**src/rtl/dcache_control.sv**
```systemverilog
// Set-associative data cache controller: hit check, dirty-victim writeback,
// line allocate, and LRU/array write-enable sequencing.
module dcache_control #(
  parameter  int LOG2_WAYS  = 3,
  parameter  int INDEX_BITS = 8,
  localparam int NUM_WAYS   = 2**LOG2_WAYS
) (
  input  logic                  clk,
  input  logic                  rst,
  input  logic                  mem_read,
  input  logic                  mem_write,
  input  logic [INDEX_BITS-1:0] index,
  input  logic [NUM_WAYS-1:0]   way_hit,
  input  logic [LOG2_WAYS-1:0]  lru_way,
  input  logic                  victim_dirty,
  input  logic                  pmem_resp,
  output logic                  mem_resp,
  output logic                  pmem_read,
  output logic                  pmem_write,
  output logic                  array_load,
  output logic [INDEX_BITS-1:0] write_to_index,
  output logic [NUM_WAYS-1:0]   tag_load,
  output logic [NUM_WAYS-1:0]   data_load,
  output logic [NUM_WAYS-1:0]   valid_load,
  output logic [NUM_WAYS-1:0]   dirty_load,
  output logic                  lru_load,
  output logic [LOG2_WAYS-1:0]  lru_wdata,
  output logic                  valid_wdata,
  output logic                  dirty_wdata,
  output logic                  fill_sel
);

  typedef enum logic [1:0] {
    IDLE,
    CHECK,
    WRITEBACK,
    ALLOCATE
  } state_t;

  state_t                  r_state;
  state_t                  w_next;
  logic [INDEX_BITS-1:0]   r_index;
  logic [LOG2_WAYS-1:0]    r_victim;
  logic                    w_req;
  logic                    w_hit;
  logic [LOG2_WAYS-1:0]    w_hit_idx;
  logic [NUM_WAYS-1:0]     w_hit_oh;
  logic [NUM_WAYS-1:0]     w_vic_oh;

  assign w_req    = mem_read | mem_write;
  assign w_hit    = |way_hit;
  assign w_hit_oh = NUM_WAYS'(1) << w_hit_idx;
  assign w_vic_oh = NUM_WAYS'(1) << r_victim;
  assign write_to_index = rst ? '0 : r_index;

  // Descending scan so the lowest set bit wins on multi-hit.
  always_comb begin
    w_hit_idx = '0;
    for (int i = NUM_WAYS - 1; i >= 0; i--) begin
      if (way_hit[i]) w_hit_idx = LOG2_WAYS'(i);
    end
  end

  always_ff @(posedge clk) begin
    if (rst) begin
      r_state  <= IDLE;
      r_index  <= '0;
      r_victim <= '0;
    end else begin
      r_state <= w_next;
      if (r_state == IDLE && w_req) r_index <= index;
      if (r_state == CHECK && !w_hit) r_victim <= lru_way;
    end
  end

  always_comb begin
    w_next      = r_state;
    mem_resp    = 1'b0;
    pmem_read   = 1'b0;
    pmem_write  = 1'b0;
    array_load  = 1'b0;
    tag_load    = '0;
    data_load   = '0;
    valid_load  = '0;
    dirty_load  = '0;
    lru_load    = 1'b0;
    lru_wdata   = '0;
    valid_wdata = 1'b0;
    dirty_wdata = 1'b0;
    fill_sel    = 1'b0;
    // Outputs are forced low for the whole reset cycle, aborting transfers.
    if (!rst) begin
      unique case (r_state)
        IDLE: begin
          if (w_req) begin
            array_load = 1'b1;
            w_next     = CHECK;
          end
        end
        CHECK: begin
          if (w_hit) begin
            mem_resp  = 1'b1;
            lru_load  = 1'b1;
            lru_wdata = w_hit_idx + LOG2_WAYS'(1);
            if (mem_write) begin
              data_load   = w_hit_oh;
              dirty_load  = w_hit_oh;
              dirty_wdata = 1'b1;
            end
            w_next = IDLE;
          end else begin
            w_next = victim_dirty ? WRITEBACK : ALLOCATE;
          end
        end
        WRITEBACK: begin
          pmem_write = 1'b1;
          if (pmem_resp) w_next = ALLOCATE;
        end
        ALLOCATE: begin
          pmem_read = 1'b1;
          if (pmem_resp) begin
            tag_load    = w_vic_oh;
            data_load   = w_vic_oh;
            valid_load  = w_vic_oh;
            dirty_load  = w_vic_oh;
            valid_wdata = 1'b1;
            fill_sel    = 1'b1;
            array_load  = 1'b1;
            w_next      = CHECK;
          end
        end
        default: w_next = IDLE;
      endcase
    end
  end

endmodule

```
**config.mk**
```make
export PLATFORM = sky130hd
export DESIGN_NAME = dcache_control
export DESIGN_NICKNAME = d
export VERILOG_FILES = /design/src/rtl/dcache_control.sv
export SDC_FILE = /design/constraint.sdc
export NUM_CORES = 1
export LEC_CHECK = 0
export CELL_PAD_IN_SITES_DETAIL_PLACEMENT = 1
export CELL_PAD_IN_SITES_GLOBAL_PLACEMENT = 1
export CORE_ASPECT_RATIO = 0.5
export CORE_MARGIN = 5
export CORE_UTILIZATION = 25
export DETAILED_ROUTE_END_ITERATION = 10
export GPL_TIMING_DRIVEN = 0
export PLACE_DENSITY_LB_ADDON = 0.1
export RECOVER_POWER = 50
export SETUP_SLACK_MARGIN = 0.5
export SLEW_MARGIN = 20
export SYNTH_ARGS = -nofsm -noshare
export SYNTH_HDL_FRONTEND = slang
export SYNTH_SLANG_ARGS = --single-unit
```
**constraint.sdc**
```tcl
create_clock -name clk -period 2.2 [get_ports clk]
set_clock_uncertainty 0.1 [all_clocks]
set_input_delay 0.33 -clock clk [delete_from_list [all_inputs] [get_ports clk]]
set_output_delay 0.33 -clock clk [all_outputs]
set_load 0.02 [all_outputs]
```
**Run 1: track usage over the die**

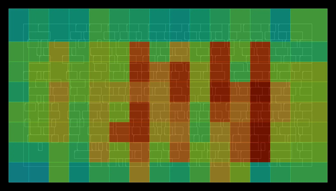
global routing usage summed across all routing layers: 18.85%
grt peak-use layer: met2

**Run 1: cell density map**

Drawn at 4 px/um. 11 x 6 tiles, from dark blue (low) to red (high), 0 to 100% covered.
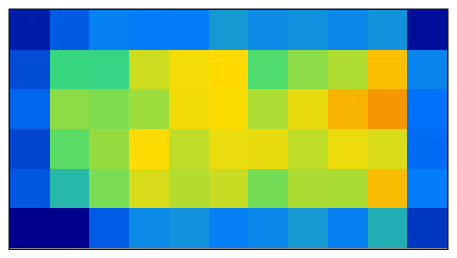
densest ninth of the die	center
nearly empty tiles	3.0%
fullest tile	83%
mean over tiles	46%
tiles over 75% full	7.6%
starting density of the core: 25.43%
Core ar.: 4842 um2
core utilization of the finished layout: 64.06%

**Run 1: port wiring**

Drawn at 3 px/um.
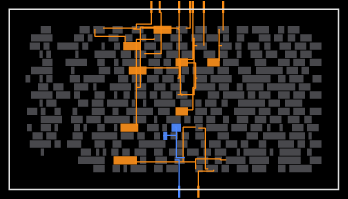
color	port	direction	end cells	buffers	wire
orange	tag_load	output	8	9	362 um
blue	mem_read	input	2	1	28.6 um

==> Table 3: Implementation characteristics, run 1 <==
Table: implementation figures

Parameter                              Value

Layout
  Finished Layout Cells    approximately 350
  Post-route standard cell area excluding fillers    between 3000 and 4000 um2
  Multi-input logic area    1265 um2
  Multi-input combinational cell count    between 100 and 150
  Fraction of area in registers    roughly 8.6%
  Multi-input combinational area share    between 40% and 50%
  Buffers excl. clock    139
  Number of clock buffers in the layout    4
  Top class by area    buffers
  Number of antenna diodes    0
  Share of post-route cells with drive strength above 1    about three quarters
  Layout net count    310

Critical path
  Critical Path Stages    8
  Series of cell instances along the critical path    buf_12 -> or4_4 -> nor2_4 -> buf_6 -> a32oi_2 -> nor2_2 -> buf_6 -> buf_6
  Critical path destination    dirty_load[5]
  Cell count of the worst reg-to-reg path    8
  Crit start category    input port
  Cell repeated most along the worst path    buf_6
  Buffers plus inverters on the worst setup path    4
  Max FO, Critical Path    5
  Kind of capture point of the worst setup path    primary output
  Start point of the critical path    way_hit[3]
  Longest individual stage delay on the worst path    around 560 ps
  Worst setup path class    input port to primary output
  CP Data Required Time    around 1800 ps
  Worst r2r src    r_state[0]

Power and ir drop
  Power Clock    0.000209 W
  Clock network fraction of total power    between 20% and 30%
  Top power group    combinational cells
  Switching Share    roughly a third
  Total internal power    0.0005551 W
  PwrDens    about 260 nW/um2
  Comb pwr    0.000352 W
  Total power    0.0008170 W

STA
  Worst setup margin    -64.57 ps
  Period utilisation layout    102.9%
  Final slew viol count    0
  Final setup violating endpoints    8
  Unrepaired setup endpoints after global routing    yes
  Setup tns final    -230.2 ps

Yosys
  Commonest register cell after synthesis    dfxtp_1
  Synthesis area per yosys    ~1200 um2
  Post-synthesis area per instance    7.743 um2
  Distinct lib cells    between 40 and 50
  AND-OR/OR-AND Cells, Area Fraction    around 12%
  Yosys simple share    33.13%
  Mux share    roughly 8.9%
  Synth top cell by count    nor2_1
  Cell area after technology mapping    between 1000 and 1500 um2
  Synth logic family    simple AND/OR/NAND/NOR gates
  Synth async-reset ratio    0%
  Cell count after synthesis    159
  Synth flops    13
  Cell types with the highest counts after synthesis    nor2_1 (33), buf_4 (18), dfxtp_1 (13), mux2i_1 (11), nor2b_1 (10)
  YS warnings    0
  Largest area contributor in the netlist    dfxtp_1
  Number of enable-type register cells in the synthesized netlist    0

Routing
  Residual DRC    0
  Via count of the routed design    roughly 1.7k
  Average vias per placed instance    approximately 4.8
  Iter 0 DRT Violations    roughly 44
  Highest layer used for signal routing    met4
  Detailed-route wire length per cell    ~21 um
  Total length of routed met2 wires    approximately 3.8 mm
  Post-route antenna net violation count    0
  Detailed-router iteration count before antenna repair    5

GRT
  Final global-route overflow total    0
  First-pass GRT wire length    9.515 mm
  Number of global-route vias before repair    ~1.8k

Hold path
  Hold/Removal Path Class    flip-flop to flip-flop
  Worst hold path cell count    2

Place
  Worst setup slack before clock tree synthesis    -1038 ps
  Final weighted congestion of routability-driven global placement    between 0.7 and 0.8
  Dpl cells    304

Floorplan
  Top-level I/O count    76
  Placement Rows    18
  Number of well-tap cells placed    approximately 70
  Die width    ~110 um
  Height of the die    about 60 um

Flow run
  Number of max-capacitance violations reported    0

Clock network
  Insertion delay of the later-clocked pin in the worst-skew pair    between 200 and 250 ps
  Maximum root-to-sink buffer count    2
  Library cell used as clock root buffer    clkbuf_8
  Buffers inserted during post-CTS setup optimization    27
  Number of hold buffers added after CTS    0
  Clock tree from TritonCTS    yes
  Post-CTS clock slew at the launch and capture registers of the worst setup and hold paths    approximately 50 ps
  Post-cts repair resize count    around 370

Outcome
  Run status    finished, violations left
  Failing checks    setup timing
run 1: metal layers:
layer  vias to the layer above  GRT usage [%]
met5                         -              0
met4                         0          2.842
met3                        19          2.829
met2                        57          38.22
met1                       834          21.39
li1                        765              -
run 1: registers in the layout, indices dropped and copies added (netlist names):
name	count
r_index	8
r_victim	3
r_state	2
run 1: cell families (layout without fill, tap and decap cells):
family,after synthesis,after routing
buffers and inverters,33,150
multiplexers,11,11
AND-OR/OR-AND,18,18
flip-flops,13,13
adder cells (fa/ha/maj),8,8
AND/OR/NAND/NOR,76,76
run 1: placed cells by master (no fill, tap or decap), types with 6 or more instances in the layout:
cell and count:
buf_6 72, buf_4 28, clkbuf_2 7, nor2_4 12, nor2_2 6, nor2b_1 8, clkdlybuf4s50_1 13, dfxtp_1 11
mux2i_1 11, nor2_1 16
**Run 1: clock distribution**

Drawn at 4 px/um.
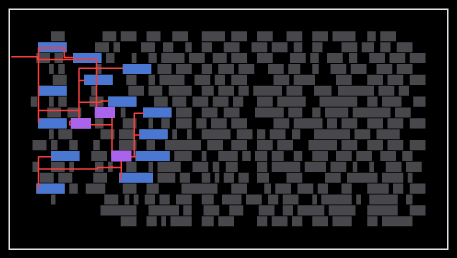

## Run 2: what changed since run 1
--- a/config.mk
+++ b/config.mk
@@ -7,7 +7,7 @@
 export LEC_CHECK = 0
 export CELL_PAD_IN_SITES_DETAIL_PLACEMENT = 1
 export CELL_PAD_IN_SITES_GLOBAL_PLACEMENT = 1
-export CORE_ASPECT_RATIO = 0.5
+export CORE_ASPECT_RATIO = 0.7
 export CORE_MARGIN = 5
 export CORE_UTILIZATION = 25
 export DETAILED_ROUTE_END_ITERATION = 10
==> constraint.sdc (replaced) <==
create_clock -name clk -period 2.3 [get_ports clk]
set_clock_uncertainty 0.1 [all_clocks]
set_input_delay 0.345 -clock clk [delete_from_list [all_inputs] [get_ports clk]]
set_output_delay 0.345 -clock clk [all_outputs]
set_load 0.02 [all_outputs]
**Run 2: clock distribution**

Drawn at 4 px/um.
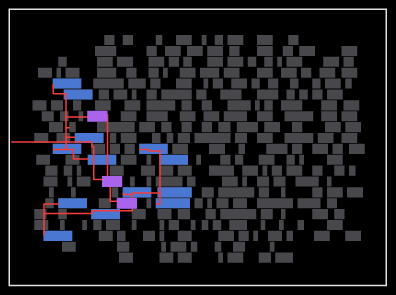
[blue] flip-flops | count: 13
[purple] clock drivers | count: 3
[red] clock wires | length: 176 um
routed clock nets	4

**Run 2: metal 3**

Drawn at 4 px/um. Cells faint in the background.
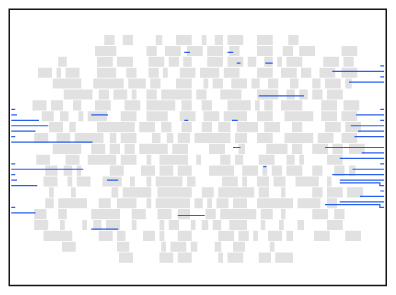
main direction	horizontal
longest straight run	20.0 um
share of all routed wire	4.7%
wire length on this layer	274 um

**Run 2: cell density map**

Drawn at 4 px/um. 9 x 7 tiles, from dark blue (low) to red (high), 0 to 100% covered.
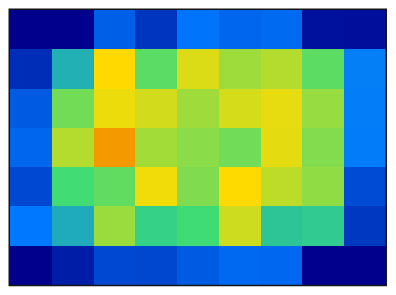
tiles over 75% full	4.8%
fullest tile	83%
densest ninth of the die	center
mean over tiles	40%
Core ar.: 4782 um2
core utilization of the finished layout: 56.17%
starting density of the core: 25.75%

==> run 2 against run 1 <==
Compared with the run above: critical path type unchanged; the run still ends with setup timing left; wire length decreased by 17%; highest routed layer unchanged; sequential share of layout area rose by 1.3 points; synthesized area unchanged; die size fell by 0.96%.
==> Table 3: Implementation characteristics, run 2 <==
Table: implementation figures

Parameter                              Value

Outcome
  Run status    finished, violations left (unchanged)
  Failing checks    setup timing (unchanged)

Layout
  Top class by area    buffers (unchanged)
  Multi-input combinational area share    40.94% (was 40.78%)
  Max FFs per register    8 (unchanged)
  Multi-input logic area    1100 um2 (was 1265 um2)
  Registers with the most flip-flops    r_index: 8 flops, r_victim: 3 flops, r_state: 2 flops (unchanged)

Power and ir drop
  Power Clock    0.000203 W (was 0.000209 W)
  Total internal power    0.0004948 W (was 0.0005551 W)
  Clock network fraction of total power    27.9% (was 25.6%)
  Top power group    combinational cells (unchanged)

Yosys
  Cell area after technology mapping    1231 um2 (unchanged)
  Synth flops    13 (unchanged)
  Largest area contributor in the netlist    dfxtp_1 (unchanged)
  Number of enable-type register cells in the synthesized netlist    0 (unchanged)
  Cell count after synthesis    159 (unchanged)
  Distinct lib cells    42 (unchanged)
  Synthesis area per yosys    1231 um2 (unchanged)
  Post-synthesis area per instance    7.743 um2 (unchanged)

Routing
  Detailed-router iteration count before antenna repair    4 (was 5)
  Total length of routed met2 wires    3.227 mm (was 3.762 mm)
  Via count of the routed design    1561 (was 1675)
  Post-route antenna net violation count    0 (unchanged)
  Residual DRC    0 (unchanged)
  Iter 0 DRT Violations    64 (was 44)

GRT
  Met2 usage in global routing    32.18% (was 38.22%)
  Number of global-route vias before repair    1685 (was 1774)
  Grt peak-use layer    met2 (unchanged)
  Met1 layer usage reported by global route    18.48% (was 21.39%)
  Global routing usage summed across all routing layers    16.28% (was 18.85%)
  First-pass GRT wire length    8.293 mm (was 9.515 mm)

Clock network
  Post-CTS clock slew at the launch and capture registers of the worst setup and hold paths    60 ps (was 50 ps)
  Number of hold buffers added after CTS    0 (unchanged)
  Maximum root-to-sink buffer count    2 (unchanged)
  Library cell used as clock root buffer    clkbuf_8 (unchanged)

Place
  Final weighted congestion of routability-driven global placement    0.7996 (was 0.7196)

Critical path
  Critical Path Stages    8 (unchanged)
  Worst r2r src    r_state[1] (was r_state[0])
  Longest individual stage delay on the worst path    450 ps (was 560 ps)
  Series of cell instances along the critical path    dlygate4sd2_1 -> nand4_1 -> buf_4 -> nor2_1 -> a31oi_1 -> nor2_2 -> buf_6 -> buf_2 (was buf_12 -> or4_4 -> nor2_4 -> buf_6 -> a32oi_2 -> nor2_2 -> buf_6 -> buf_6)

Floorplan
  Placement Rows    21 (was 18)
  Number of well-tap cells placed    69 (was 70)
  Die width    93.88 um (was 109.2 um)

STA
  Worst setup margin    -20.97 ps (was -64.57 ps)
  Unrepaired setup endpoints after global routing    yes (unchanged)
  Final setup violating endpoints    1 (was 8)

Hold path
  Hold/Removal Path Class    flip-flop to flip-flop (unchanged)
==> run 2: cell counts after synthesis <==
No cell type changed its count.
==> run 2: per-stage QoR <==
stage / TNS [ps] / area (um2) / cells
after floorplan: 0 / 1451 / 159
after global placement: -24660 / 2288 / 303
after detailed placement: -26170 / 2288 / 303
after CTS: 0 / 2641 / 331
after global routing: -196.8 / 2686 / 334
final: -20.97 / 2686 / 334
==> run 2: what timing repair did <==
item	CTS	global route
resized	332	38
pin swaps	32	16
buffers inserted	24	3
setup endpoints to repair	61	51
==> run 2: cell families (layout without fill, tap and decap cells) <==
group	Yosys count	in the layout	synth area share, %
AND/OR/NAND/NOR	76	76	33.13
buffers and inverters	33	139	16.57
AND-OR/OR-AND	18	18	12.09
flip-flops	13	13	21.14
multiplexers	11	11	8.943
adder cells (fa/ha/maj)	8	8	8.130
No activity file was given, so power comes from the tool's default toggle rates.
